$ cat src/rtl/rv_pkg.sv
// Shared RISC-V pipeline constants: datapath width, writeback source selects
// and load funct3 encodings.
package rv_pkg;

  localparam int XLEN = 32;

  localparam logic [1:0] WB_SEL_ALU  = 2'b00;
  localparam logic [1:0] WB_SEL_LOAD = 2'b01;
  localparam logic [1:0] WB_SEL_PC4  = 2'b10;
  localparam logic [1:0] WB_SEL_IMM  = 2'b11;

  localparam logic [2:0] FUNCT3_LB  = 3'b000;
  localparam logic [2:0] FUNCT3_LH  = 3'b001;
  localparam logic [2:0] FUNCT3_LW  = 3'b010;
  localparam logic [2:0] FUNCT3_LBU = 3'b100;
  localparam logic [2:0] FUNCT3_LHU = 3'b101;

endpackage

$ cat src/rtl/wb_stage_load_align.sv
// Load data alignment: picks the addressed byte/halfword out of the raw memory
// word, sign- or zero-extends it, and flags offsets that do not fit the access size.
module load_align
  import rv_pkg::*;
(
  input  logic [2:0]      funct3,
  input  logic [1:0]      off,
  input  logic [XLEN-1:0] raw,
  output logic [XLEN-1:0] data,
  output logic            misaligned
);

  logic [7:0]  byte_v;
  logic [15:0] half_v;

  // Lane select, then extension by load type; reserved funct3 codes act as LW.
  always_comb begin
    byte_v     = raw[7:0];
    half_v     = off[1] ? raw[31:16] : raw[15:0];
    data       = raw;
    misaligned = 1'b0;
    unique case (off)
      2'd0: byte_v = raw[7:0];
      2'd1: byte_v = raw[15:8];
      2'd2: byte_v = raw[23:16];
      2'd3: byte_v = raw[31:24];
    endcase
    case (funct3)
      FUNCT3_LB:  data = {{(XLEN-8){byte_v[7]}}, byte_v};
      FUNCT3_LBU: data = {{(XLEN-8){1'b0}}, byte_v};
      FUNCT3_LH: begin
        data       = {{(XLEN-16){half_v[15]}}, half_v};
        misaligned = off[0];
      end
      FUNCT3_LHU: begin
        data       = {{(XLEN-16){1'b0}}, half_v};
        misaligned = off[0];
      end
      default: begin
        data       = raw;
        misaligned = (off != 2'b00);
      end
    endcase
  end

endmodule

$ cat src/rtl/wb_stage.sv
// MEM/WB pipeline register and writeback mux. Drives the reg_file write port
// (also used as the decode forwarding source) and counts retired instructions.
module wb_stage #(
  parameter int XLEN  = 32,
  parameter int CNT_W = 64
) (
  input  logic             clk,
  input  logic             rst_n,
  input  logic             mem_valid,
  input  logic             mem_stall,
  input  logic             mem_flush,
  input  logic [4:0]       mem_rd,
  input  logic             mem_reg_we,
  input  logic [1:0]       mem_wb_sel,
  input  logic [2:0]       mem_funct3,
  input  logic [XLEN-1:0]  mem_alu_result,
  input  logic [XLEN-1:0]  mem_load_data,
  input  logic [XLEN-1:0]  mem_pc,
  input  logic [XLEN-1:0]  mem_imm,
  output logic             reg_wn,
  output logic [4:0]       addr_d,
  output logic [XLEN-1:0]  data_in,
  output logic             misalign_err,
  output logic [CNT_W-1:0] instret
);

  import rv_pkg::WB_SEL_ALU;
  import rv_pkg::WB_SEL_LOAD;
  import rv_pkg::WB_SEL_PC4;
  import rv_pkg::WB_SEL_IMM;

  logic            wb_valid;
  logic [4:0]      wb_rd;
  logic            wb_reg_we;
  logic [1:0]      wb_sel;
  logic [2:0]      wb_funct3;
  logic [XLEN-1:0] wb_alu;
  logic [XLEN-1:0] wb_load;
  logic [XLEN-1:0] wb_pc;
  logic [XLEN-1:0] wb_imm;

  logic [XLEN-1:0] la_data;
  logic            la_mis;
  logic            retire;

  load_align u_load_align (
    .funct3     (wb_funct3),
    .off        (wb_alu[1:0]),
    .raw        (wb_load),
    .data       (la_data),
    .misaligned (la_mis)
  );

  // WB register: flush drops the incoming entry (fields left as they were),
  // stall holds everything, otherwise capture the MEM stage.
  always_ff @(posedge clk) begin
    if (!rst_n) begin
      wb_valid  <= 1'b0;
      wb_rd     <= '0;
      wb_reg_we <= 1'b0;
      wb_sel    <= '0;
      wb_funct3 <= '0;
      wb_alu    <= '0;
      wb_load   <= '0;
      wb_pc     <= '0;
      wb_imm    <= '0;
    end else if (mem_flush) begin
      wb_valid  <= 1'b0;
    end else if (!mem_stall) begin
      wb_valid  <= mem_valid;
      wb_rd     <= mem_rd;
      wb_reg_we <= mem_reg_we;
      wb_sel    <= mem_wb_sel;
      wb_funct3 <= mem_funct3;
      wb_alu    <= mem_alu_result;
      wb_load   <= mem_load_data;
      wb_pc     <= mem_pc;
      wb_imm    <= mem_imm;
    end
  end

  // An entry retires on the edge it leaves WB, so a long stall counts it once.
  assign retire = wb_valid && !misalign_err && (!mem_stall || mem_flush);

  // Retired-instruction counter; wraps naturally.
  always_ff @(posedge clk) begin
    if (!rst_n) begin
      instret <= '0;
    end else if (retire) begin
      instret <= instret + CNT_W'(1);
    end
  end

  // Writeback source select, driven purely from the WB register.
  always_comb begin
    data_in = wb_alu;
    case (wb_sel)
      WB_SEL_ALU:  data_in = wb_alu;
      WB_SEL_LOAD: data_in = la_data;
      WB_SEL_PC4:  data_in = wb_pc + XLEN'(4);
      WB_SEL_IMM:  data_in = wb_imm;
      default:     data_in = wb_alu;
    endcase
  end

  assign misalign_err = wb_valid && (wb_sel == WB_SEL_LOAD) && la_mis;
  assign reg_wn       = wb_valid && wb_reg_we && (wb_rd != 5'd0) && !misalign_err;
  assign addr_d       = wb_rd;

endmodule

$ cat config.mk
export PLATFORM = sky130hd
export DESIGN_NAME = wb_stage
export DESIGN_NICKNAME = d
export VERILOG_FILES = /design/src/rtl/rv_pkg.sv /design/src/rtl/wb_stage_load_align.sv /design/src/rtl/wb_stage.sv
export SDC_FILE = /design/constraint.sdc
export NUM_CORES = 1
export LEC_CHECK = 0
export CAP_MARGIN = 5
export CORE_MARGIN = 10
export CORE_UTILIZATION = 50
export DETAILED_ROUTE_END_ITERATION = 10
export GPL_ROUTABILITY_DRIVEN = 0
export PLACE_DENSITY_LB_ADDON = 0.25
export SETUP_SLACK_MARGIN = 0.2
export SYNTH_ARGS = -nofsm -noshare
export SYNTH_HDL_FRONTEND = slang
export SYNTH_HIERARCHICAL = 1
export SYNTH_SLANG_ARGS = --single-unit
$ cat constraint.sdc
create_clock -name clk -period 2.8 [get_ports clk]
set_input_delay 0.28 -clock clk [delete_from_list [all_inputs] [get_ports clk]]
set_output_delay 0.28 -clock clk [all_outputs]
set_load 0.05 [all_outputs]
==> results.json <==
{
  "delay_of_the_slowest_critical_path_stage_ns": 0.40,
  "row_count": 52,
  "cts-buffers-inserted": 22,
  "synth.largest_area_cell": "sky130_fd_sc_hd__dfxtp_1",
  "residual_antenna_violating_net_count_after_detailed_routing": 0,
  "hold_fails_final_rpt": 0,
  "postSynth.asyncResetShare_pct": 0,
  "cts.clk_slew.worst_paths_ns": 0.07,
  "die_w_microns": 162,
  "firstDrtPassIters": 6,
  "drt_iter0_drc": 1024,
  "synth-main-ff-cell": "sky130_fd_sc_hd__dfxtp_1",
  "critical-path-slowest-cell": "sky130_fd_sc_hd__dfxtp_4",
  "critPathBufInv": 3,
  "worst_ep_required_time_ns": 2.52,
  "n_fill_cell": 1549,
  "critPathKind": "reg -> out",
  "syn_avg_cell_area_sq_um": 7.80,
  "cp_data_arrival_time_ns": 2.51,
  "run_status": "complete, no violations",
  "synth-cells-yosys": 1299,
  "final.setup.tns_ns": 0,
  "cts.sinks": 204,
  "die_area_sq_mm": 0.0264,
  "cpLargestDelayFamily": "multiplexers",
  "critical_path.startpoint_type": "flip-flop",
  "leakagePower_nw": 4.87,
  "area_growth_from_synthesis_to_final_layout_pct": 41.4,
  "hp-start": "mem_alu_result[10]",
  "htree_levels": 1,
  "timing.final.max_slew_violations": 0,
  "timing.hold.worst_endpoint": "wb_alu[10]",
  "timing.reg2reg.setup_slack_ns": 0.34,
  "period_used_pct": 99.6,
  "synth_largest_type_area_fraction_pct": 40.3,
  "globalRoute.totalOverflow": 0
}
## worst max-delay path by stage
stage | to | depth (start not counted)
floorplan | instret[61] | 7
global placement | instret[57] | 7
detailed placement | instret[55] | 7
CTS | data_in[12] | 7
global route | data_in[19] | 10
finish | data_in[30] | 9
## cells by family after synthesis
kind of cell,count (synthesis),share of synthesized area (%)
AND-OR/OR-AND,329,18.3
XOR/XNOR,42,3.63
adder cells (fa/ha/maj),2,0.247
buffers and inverters,125,5.03
flip-flops,204,40.3
multiplexers,37,6.60
AND/OR/NAND/NOR,560,25.9
## layout make-up
type	count	area, sq um	share of cell area, %
clock inverters	14	150	1.05
clock buffers	26	597	4.16
well taps	270	338	2.36
repair buffers	297	3050	21.3
multi-input cells	971	5950	41.5
diodes	4	10.0	0.0699
inverters	26	106	0.742
flip-flops and latches	204	4140	28.9
## stage by stage
stage	power [mW]	instance area, sq um	utilization, %	hold slack (ns)	setup slack [ns]
5_1_grt	7.34	14300	71.3	0.317	-0.0463
6_report	7.12	14300	71.3	0.317	0.0118
3_3_place_gp	4.03	12700	63.3	0.439	0.256
2_1_floorplan	3.63	10100	-	0.359	0.210
4_1_cts	7.09	14000	69.8	0.305	0.0343
3_5_place_dp	4.05	12700	63.3	0.446	0.166
## layout by cell type (no fill, tap or decap), types with 23 or more instances in the layout
cell / count
sky130_fd_sc_hd__a21oi_1: 212
sky130_fd_sc_hd__buf_4: 46
sky130_fd_sc_hd__clkbuf_16: 24
sky130_fd_sc_hd__clkdlybuf4s50_1: 212
sky130_fd_sc_hd__dfxtp_1: 176
sky130_fd_sc_hd__inv_1: 23
sky130_fd_sc_hd__nand2_1: 331
sky130_fd_sc_hd__nand3_1: 29
sky130_fd_sc_hd__nand4_1: 29
sky130_fd_sc_hd__nor2_1: 32
sky130_fd_sc_hd__o31ai_1: 31
sky130_fd_sc_hd__or4_1: 33
sky130_fd_sc_hd__xnor2_1: 30
## where the power goes
part           total, mW  internal [mW]  switching, mW
clock               3.01           1.80           1.21
combinational       1.03          0.479          0.549
sequential          3.09           2.99         0.0917
total               7.12           5.27           1.85
## metal layers
metal  GRT usage, %  routed length (microns)  share of wire [%]
met5              0                       20              0.057
met4           7.11                      913                2.6
met1           32.8                    14500                 42
met2           39.4                    16300                 47
met3           5.59                     3050                8.8
## sequential cells by signal, summed over array words and instances (netlist names)
| register | cells |
|---|---|
| addr_d | 5 |
| instret | 64 |
| wb_alu | 32 |
| wb_funct3 | 3 |
| wb_imm | 32 |
| wb_load | 32 |
| wb_pc | 32 |
| wb_reg_we | 1 |
| wb_sel | 2 |
| wb_valid | 1 |
## worst reg2reg max path, delay by kind of cell (launching register included)
family | cells | cell delay [ns]
AND-OR/OR-AND | 2 | 0.31
buffers and inverters | 1 | 0.22
flip-flops | 1 | 0.39
AND/OR/NAND/NOR | 5 | 1.48
## timing repair
item / CTS / global route
gates cloned: 1 / 1
endpoints found under the setup margin: 32 / 51
gates resized: 102 / 50
buffers inserted: 14 / 8
pin swaps: 21 / 14
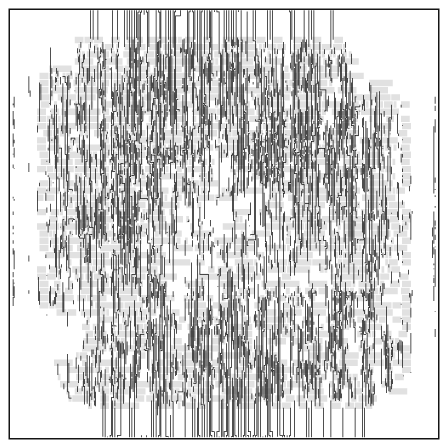
(metal 2)
Cells faint in the background.
main direction	vertical
wire length on this layer	16300 microns
share of all routed wire	47%
nets with wire on the layer	1374
longest straight run	60.0 microns
via count: 10556
met2 Resource Use GR: 39.4%
Routed WL: 34800 microns

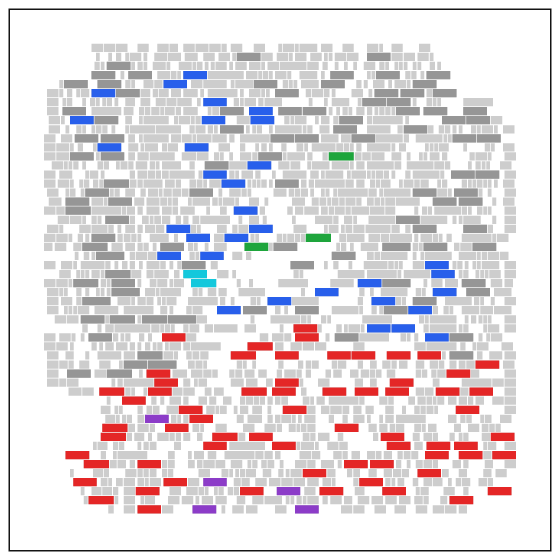
(register map, names as in the netlist)
Other sequential cells in the stronger gray, the rest of the logic in the fainter gray.
color	signal	sequential cells
red	instret	64
green	wb_funct3	3
blue	wb_imm	32
cyan	wb_sel	2
purple	addr_d	5
Seq power: 3.09 mW
total area of sequential cells: 0.00414 sq mm

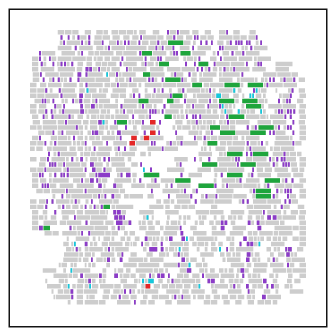
(selected gate families)
color	family	cells	most used
red	AND-OR and OR-AND gates	6	a22o_1
green	multiplexers	37	mux4_2
purple	NAND gates	398	nand2_1
cyan	inverters	26	inv_1
Non-Filler Instances: 1812
logic share of the area: 41.5%
Top cell excl fill/tap: sky130_fd_sc_hd__nand2_1

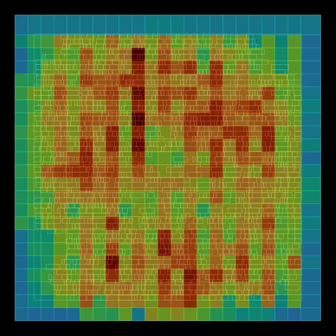
(routing congestion)
post-detailed-route wirelength per cell: 19.2 microns
utilization of the core after routing: 71.3%
gr usage total: 24.7%

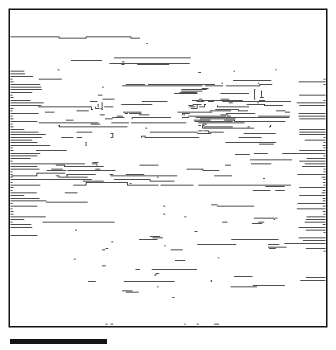
(signal wires on met3)
The bar under the picture is 50 microns long.
wire length on this layer	3050 microns
share of all routed wire	8.8%
Global Route met3 Usage: 5.59%

Power figures rest on the tool's default switching activity, not on a simulated workload.
